Fig. 1: track usage over the die
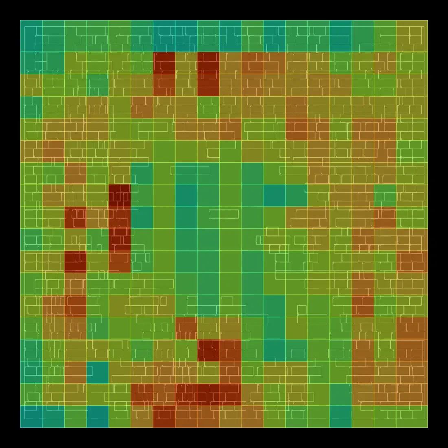
Fig. 2: metal layers overlaid
Bar = 50 um.
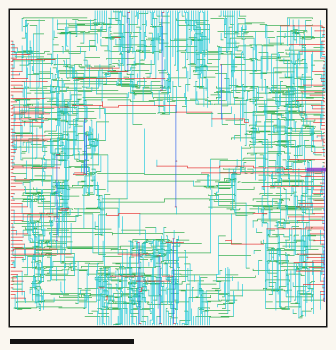
`config.mk`:
```
export PLATFORM = sky130hd
export DESIGN_NAME = memory_arbiter
export DESIGN_NICKNAME = d
export VERILOG_FILES = /design/src/rtl/memory_arbiter_pkg.sv /design/src/rtl/memory_arbiter_starve_counter.sv /design/src/rtl/memory_arbiter.sv
export SDC_FILE = /design/constraint.sdc
export NUM_CORES = 1
export LEC_CHECK = 0
export CORE_MARGIN = 1
export CORE_UTILIZATION = 35
export DETAILED_ROUTE_END_ITERATION = 10
export GPL_TIMING_DRIVEN = 0
export HOLD_SLACK_MARGIN = 0.05
export PLACE_DENSITY = 0.8
export SYNTH_ARGS = -nofsm -noshare
export SYNTH_HDL_FRONTEND = slang
export SYNTH_HIERARCHICAL = 1
export SYNTH_SLANG_ARGS = --single-unit
```
`constraint.sdc`:
```
create_clock -name clk -period 2.2 [get_ports clk]
set_input_delay 0.22 -clock clk [delete_from_list [all_inputs] [get_ports clk]]
set_output_delay 0.22 -clock clk [all_outputs]
set_load 0.03 [all_outputs]
```
`src/rtl/memory_arbiter_pkg.sv`:
```
// Shared types and defaults for the instruction/data memory arbiter.
// Holds the FSM state enum, the owner enum and default parameter values.
package memory_arbiter_pkg;

   localparam int DEF_DATA_WIDTH   = 32;
   localparam int DEF_STARVE_LIMIT = 4;

   typedef enum logic [1:0] {
      IDLE   = 2'd0,
      ACCESS = 2'd1,
      DONE   = 2'd2
   } state_t;

   typedef enum logic {
      OWN_IF = 1'b0,
      OWN_LS = 1'b1
   } owner_t;

endpackage

```
`src/rtl/memory_arbiter_starve_counter.sv`:
```
// Saturating count of data-port grants made while a fetch waits.
// Ports: clk, rst_n, i_if_req, i_if_gnt, i_ls_gnt in; o_if_prio out.
module arbiter_starve_counter #(
   parameter int STARVE_LIMIT = 4
) (
   input  logic clk,
   input  logic rst_n,
   input  logic i_if_req,
   input  logic i_if_gnt,
   input  logic i_ls_gnt,
   output logic o_if_prio
);

   localparam int CW = $clog2(STARVE_LIMIT + 1);
   localparam logic [CW-1:0] LIMIT = CW'(STARVE_LIMIT);

   logic [CW-1:0] r_cnt;
   logic          w_sat;

   assign w_sat     = (r_cnt == LIMIT);
   assign o_if_prio = w_sat;

   always_ff @(posedge clk or negedge rst_n) begin
      if (!rst_n) begin
         r_cnt <= '0;
      end else if (!i_if_req || i_if_gnt) begin
         r_cnt <= '0;
      end else if (i_ls_gnt && !w_sat) begin
         r_cnt <= r_cnt + 1'b1;
      end
   end

endmodule

```
`src/rtl/memory_arbiter.sv`:
```
// Arbitrates fetch and load/store ports onto one memory, 3 cycles/txn.
// Ports: if_* fetch port, ls_* load/store port, mem_* shared memory.
module memory_arbiter
   import memory_arbiter_pkg::*;
#(
   parameter int DATA_WIDTH   = DEF_DATA_WIDTH,
   parameter int STARVE_LIMIT = DEF_STARVE_LIMIT
) (
   input  logic                  clk,
   input  logic                  rst_n,
   input  logic                  if_req_i,
   input  logic [DATA_WIDTH-1:0] if_addr_i,
   output logic                  if_gnt_o,
   output logic                  if_valid_o,
   output logic [DATA_WIDTH-1:0] if_rdata_o,
   input  logic                  ls_req_i,
   input  logic                  ls_we_i,
   input  logic [DATA_WIDTH-1:0] ls_addr_i,
   input  logic [DATA_WIDTH-1:0] ls_wdata_i,
   output logic                  ls_gnt_o,
   output logic                  ls_valid_o,
   output logic [DATA_WIDTH-1:0] ls_rdata_o,
   output logic [DATA_WIDTH-1:0] mem_addr_o,
   output logic                  mem_we_o,
   output logic [DATA_WIDTH-1:0] mem_wdata_o,
   input  logic [DATA_WIDTH-1:0] mem_rdata_i
);

   state_t                r_state;
   state_t                w_next;
   owner_t                r_owner;
   logic                  r_we;
   logic [DATA_WIDTH-1:0] r_addr;
   logic [DATA_WIDTH-1:0] r_wdata;
   logic [DATA_WIDTH-1:0] r_if_rdata;
   logic [DATA_WIDTH-1:0] r_ls_rdata;
   logic                  w_idle;
   logic                  w_if_prio;
   logic                  w_if_gnt;
   logic                  w_ls_gnt;

   // Grants are combinational; rst_n gating keeps them quiet in reset.
   assign w_idle   = (r_state == IDLE) && rst_n;
   assign w_if_gnt = w_idle && if_req_i && (!ls_req_i || w_if_prio);
   assign w_ls_gnt = w_idle && ls_req_i && !w_if_gnt;

   arbiter_starve_counter #(
      .STARVE_LIMIT (STARVE_LIMIT)
   ) u_starve (
      .clk       (clk),
      .rst_n     (rst_n),
      .i_if_req  (if_req_i),
      .i_if_gnt  (w_if_gnt),
      .i_ls_gnt  (w_ls_gnt),
      .o_if_prio (w_if_prio)
   );

   always_comb begin
      w_next = r_state;
      unique case (r_state)
         IDLE:    if (w_if_gnt || w_ls_gnt) w_next = ACCESS;
         ACCESS:  w_next = DONE;
         DONE:    w_next = IDLE;
         default: w_next = IDLE;
      endcase
   end

   always_ff @(posedge clk or negedge rst_n) begin
      if (!rst_n) begin
         r_state <= IDLE;
      end else begin
         r_state <= w_next;
      end
   end

   always_ff @(posedge clk or negedge rst_n) begin
      if (!rst_n) begin
         r_owner <= OWN_IF;
         r_we    <= 1'b0;
         r_addr  <= '0;
         r_wdata <= '0;
      end else if (w_ls_gnt) begin
         r_owner <= OWN_LS;
         r_we    <= ls_we_i;
         r_addr  <= ls_addr_i;
         r_wdata <= ls_wdata_i;
      end else if (w_if_gnt) begin
         r_owner <= OWN_IF;
         r_we    <= 1'b0;
         r_addr  <= if_addr_i;
      end
   end

   // Read data lands on the ACCESS->DONE edge; stores leave it alone.
   always_ff @(posedge clk or negedge rst_n) begin
      if (!rst_n) begin
         r_if_rdata <= '0;
         r_ls_rdata <= '0;
      end else if (r_state == ACCESS && !r_we) begin
         if (r_owner == OWN_IF) r_if_rdata <= mem_rdata_i;
         else                   r_ls_rdata <= mem_rdata_i;
      end
   end

   assign if_gnt_o    = w_if_gnt;
   assign ls_gnt_o    = w_ls_gnt;
   assign if_valid_o  = (r_state == DONE) && (r_owner == OWN_IF);
   assign ls_valid_o  = (r_state == DONE) && (r_owner == OWN_LS);
   assign if_rdata_o  = r_if_rdata;
   assign ls_rdata_o  = r_ls_rdata;
   assign mem_addr_o  = r_addr;
   assign mem_wdata_o = r_wdata;
   assign mem_we_o    = (r_state == ACCESS) && r_we;

endmodule
```
==> job_summary.md <==
## PnR job results

| Metric | Value |
|---|---|
| Result of the run | `finished clean` |
| Initial DRC Count | `between 150 and 200` |
| Global-route wire length before repair | `about 26000 um` |
| Total Die Area | `around 16000 um^2` |
| Area fraction of the dominant cell type after synthesis | `0.617` |
| Number of cells in Yosys stat | `between 300 and 400` |
| Total Wirelength | `16000 um` |
| Number of H-tree branching levels | `4` |
| RSZ-0062 raised after global routing | `false` |
| # DRC | `0` |
| All-Layer GR Usage | `0.207` |
| Max-slew violation count | `0` |
| TritonCTS clock tree | `yes` |
| LEAKAGE | `around 3.9 nW` |
| Power Density | `roughly 1300 nW/um^2` |
| Initial DRT Pass Iterations | `7` |
| Number of buffer and inverter instances along the worst setup path | `3` |
| Post-detail-place hpwl | `around 12000 um` |
| Synthesis-to-layout area growth | `68.9%` |
| Final hold violation count | `0` |
| Count of state elements after synthesis | `about 140` |
| R2R Setup Slk | `160 ps` |
| Layout cells sized above 1 | `0.239` |
| PortBufs | `roughly 270` |
| Layout net count | `slightly above 800` |
| Arrival time of data at the critical path endpoint | `1870 ps` |
| Required arrival time at the worst endpoint | `1980 ps` |
| CP Launch Point | `u_starve/r_cnt[1]$_DFFE_PN0P_` |
| Std cell rows | `roughly 45` |
| Final Skew | `~6.0 ps` |
| Initial antenna violation count | `0` |
| Sequence of cells on the critical path | `inv_1 -> ha_2 -> and2_4 -> nand2_1 -> and3_2 -> buf_12 -> buf_4` |
| Worst supply voltage drop on vdd | `0.000525 V` |
| Warnings from Yosys | `6` |
| Placement Setup Slack | `-1110 ps` |
| Sequential fraction of the synthesis area | `0.617` |
| Startpoint Class | `register` |
| Area of the core region | `around 15000 um^2` |
| Top-level port count | `around 270` |
| Setup-failing EPs final | `0` |
| Cell depth of the worst flop-to-flop path | `8` |
| Crit Reg-Reg Endpoint | `mem_addr_o[22]$_DFFE_PN0P_` |
| Final worst path period need | `2090 ps` |
| Overall via count from detail_route | `roughly 4400` |
| Area contributors post-synth | `dfrtp_1 (62%), mux2_2 (20%), a221o_1 (5.8%)` |
| Worst slew pin tran | `685 ps` |
| Via count of the first global-routing pass | `roughly 4800` |
| Post-synth design cell area | `5480 um^2` |
| Hold worst-path end | `mem_wdata_o[28]$_DFFE_PN0P_` |
| Launch point of the worst hold path | `ls_wdata_i[28]` |
| Antenna diode count | `0` |
| Synthesized net count | `around 520` |
| Master of the slowest instance on the critical path | `dfrtp_1` |
| Number of warnings in the stage logs | `27` |
| CTS clk-pin slew, worst paths | `approximately 60 ps` |
| Async S/R FF share, synth | `1.00` |
| Most common flop cell mapped by yosys | `dfrtp_1` |
| Final worst path period share | `0.951` |
| Synthesis area per yosys | `between 5000 and 6000 um^2` |
| Antenna viol nets, final | `0` |
| Skew-Pair Late Insertion Delay | `~410 ps` |
-- Fig. 1 (at the start) --
GRT Max-Usage Layer: met2
Routed wire per std cell: 17.8 um
met1 usage in global routing: 0.241
met3 Usage GRT: 0.0716
Finished Core Util: 0.606

-- Fig. 2 (at the start) --
legend:
  metal 5:
    colour: purple
    wire_length: 6.20 um
  metal 2:
    colour: cyan
    wire_length: 7940 um
  metal 1:
    colour: green
    wire_length: 6520 um
  metal 4:
    colour: blue
    wire_length: 337 um
  metal 3:
    colour: red
    wire_length: 1200 um

cell families after synthesis:
group,Yosys count,synth area share
mux,98,0.201
fa+ha+maj,2,0.00457
flops,135,0.617
compound gates,37,0.0646
buf+inv,33,0.0336
simple gates,83,0.0795
state kept, by name, indices dropped and copies added (netlist names):
name	count
ls_rdata_o	32
if_rdata_o	32
u_starve/r_cnt	3
mem_addr_o	32
r_state	2
mem_wdata_o	32
r_owner	1
r_we	1
layer usage:
layer  vias to the layer above  share of wire  global-route usage
met5                         -        0.00038                   0
met4                         2          0.021              0.0784
met3                        24          0.075              0.0716
met2                       220           0.50               0.352
met1                      2188           0.41               0.241
li1                       1992              -                   -
synthesized netlist by cell type (3+ instances only):
master / n
a221o_1: 32
buf_2: 8
buf_4: 7
buf_6: 3
clkbuf_1: 9
dfrtp_1: 135
inv_1: 3
mux2_2: 95
nand2_1: 33
nand3b_1: 3
nor3_1: 32
nor3b_1: 3
through the flow:
stage | cells | instance area [um^2]
global placement | 864 | 8400
global route | 901 | 9250
floorplan | 388 | 5480
CTS | 904 | 9260
finish | 901 | 9250
detailed placement | 865 | 8430
worst max-delay path by stage:
| stage | to | slack (ps) | cells after the start |
|---|---|---|---|
| 6_report | ls_gnt_o | 110 | 7 |
| 5_1_grt | mem_we_o | 10 | 3 |
| 4_1_cts | if_gnt_o | 20 | 8 |
| 3_5_place_dp | if_gnt_o | -1110 | 7 |
| 3_3_place_gp | if_gnt_o | -5090 | 6 |
| 2_1_floorplan | u_starve/r_cnt[0]$_DFFE_PN0P_ | 100 | 9 |
power breakdown:
| group | internal (mW) | switching, mW | total [mW] | leakage, nW |
|---|---|---|---|---|
| Combinational | 2.47 | 2.75 | 5.23 | 1.94 |
| Sequential | 3.39 | 0.510 | 3.90 | 1.63 |
| Clock | 1.86 | 1.10 | 2.96 | 0.298 |
area by class of cell:
| type | count | area, um^2 | share of cell area |
|---|---|---|---|
| Sequential cell | 135 | 3380 | 0.365 |
| Multi-Input combinational cell | 220 | 1950 | 0.211 |
| Tap cell | 211 | 264 | 0.0285 |
| Inverter | 3 | 11.3 | 0.00122 |
| Clock buffer | 19 | 453 | 0.0490 |
| Buffer | 25 | 174 | 0.0188 |
| Clock inverter | 13 | 169 | 0.0183 |
| Timing Repair Buffer | 275 | 2850 | 0.308 |
placed cells by master (no fill, tap or decap), types with 2 or more instances in the layout:
cell type and count:
and3b_1 2, mux2i_1 2, clkinv_4 2, dfrtp_1 135, clkbuf_1 6, dlygate4sd3_1 2, clkbuf_8 2, buf_1 2
clkdlybuf4s50_1 261, mux2_2 95, buf_6 2, buf_16 3, buf_4 11, nand3b_1 3, clkbuf_16 18, clkinvlp_4 3
a221o_1 32, nor3_1 32, buf_12 2, clkinv_2 2, nor3b_2 2, bufbuf_16 2, inv_1 3, inv_6 2
nand2_1 33, bufinv_16 3, buf_2 6
repair_timing:
item	CTS	global route
endpoints found under the setup margin	50	3
pin swaps	1	2
cloned	2	0
hold buffers	4	0
hold endpoints to repair	90	0
setup buffers	3	0
resized	28	5
Power and IR drop assume default switching activity.
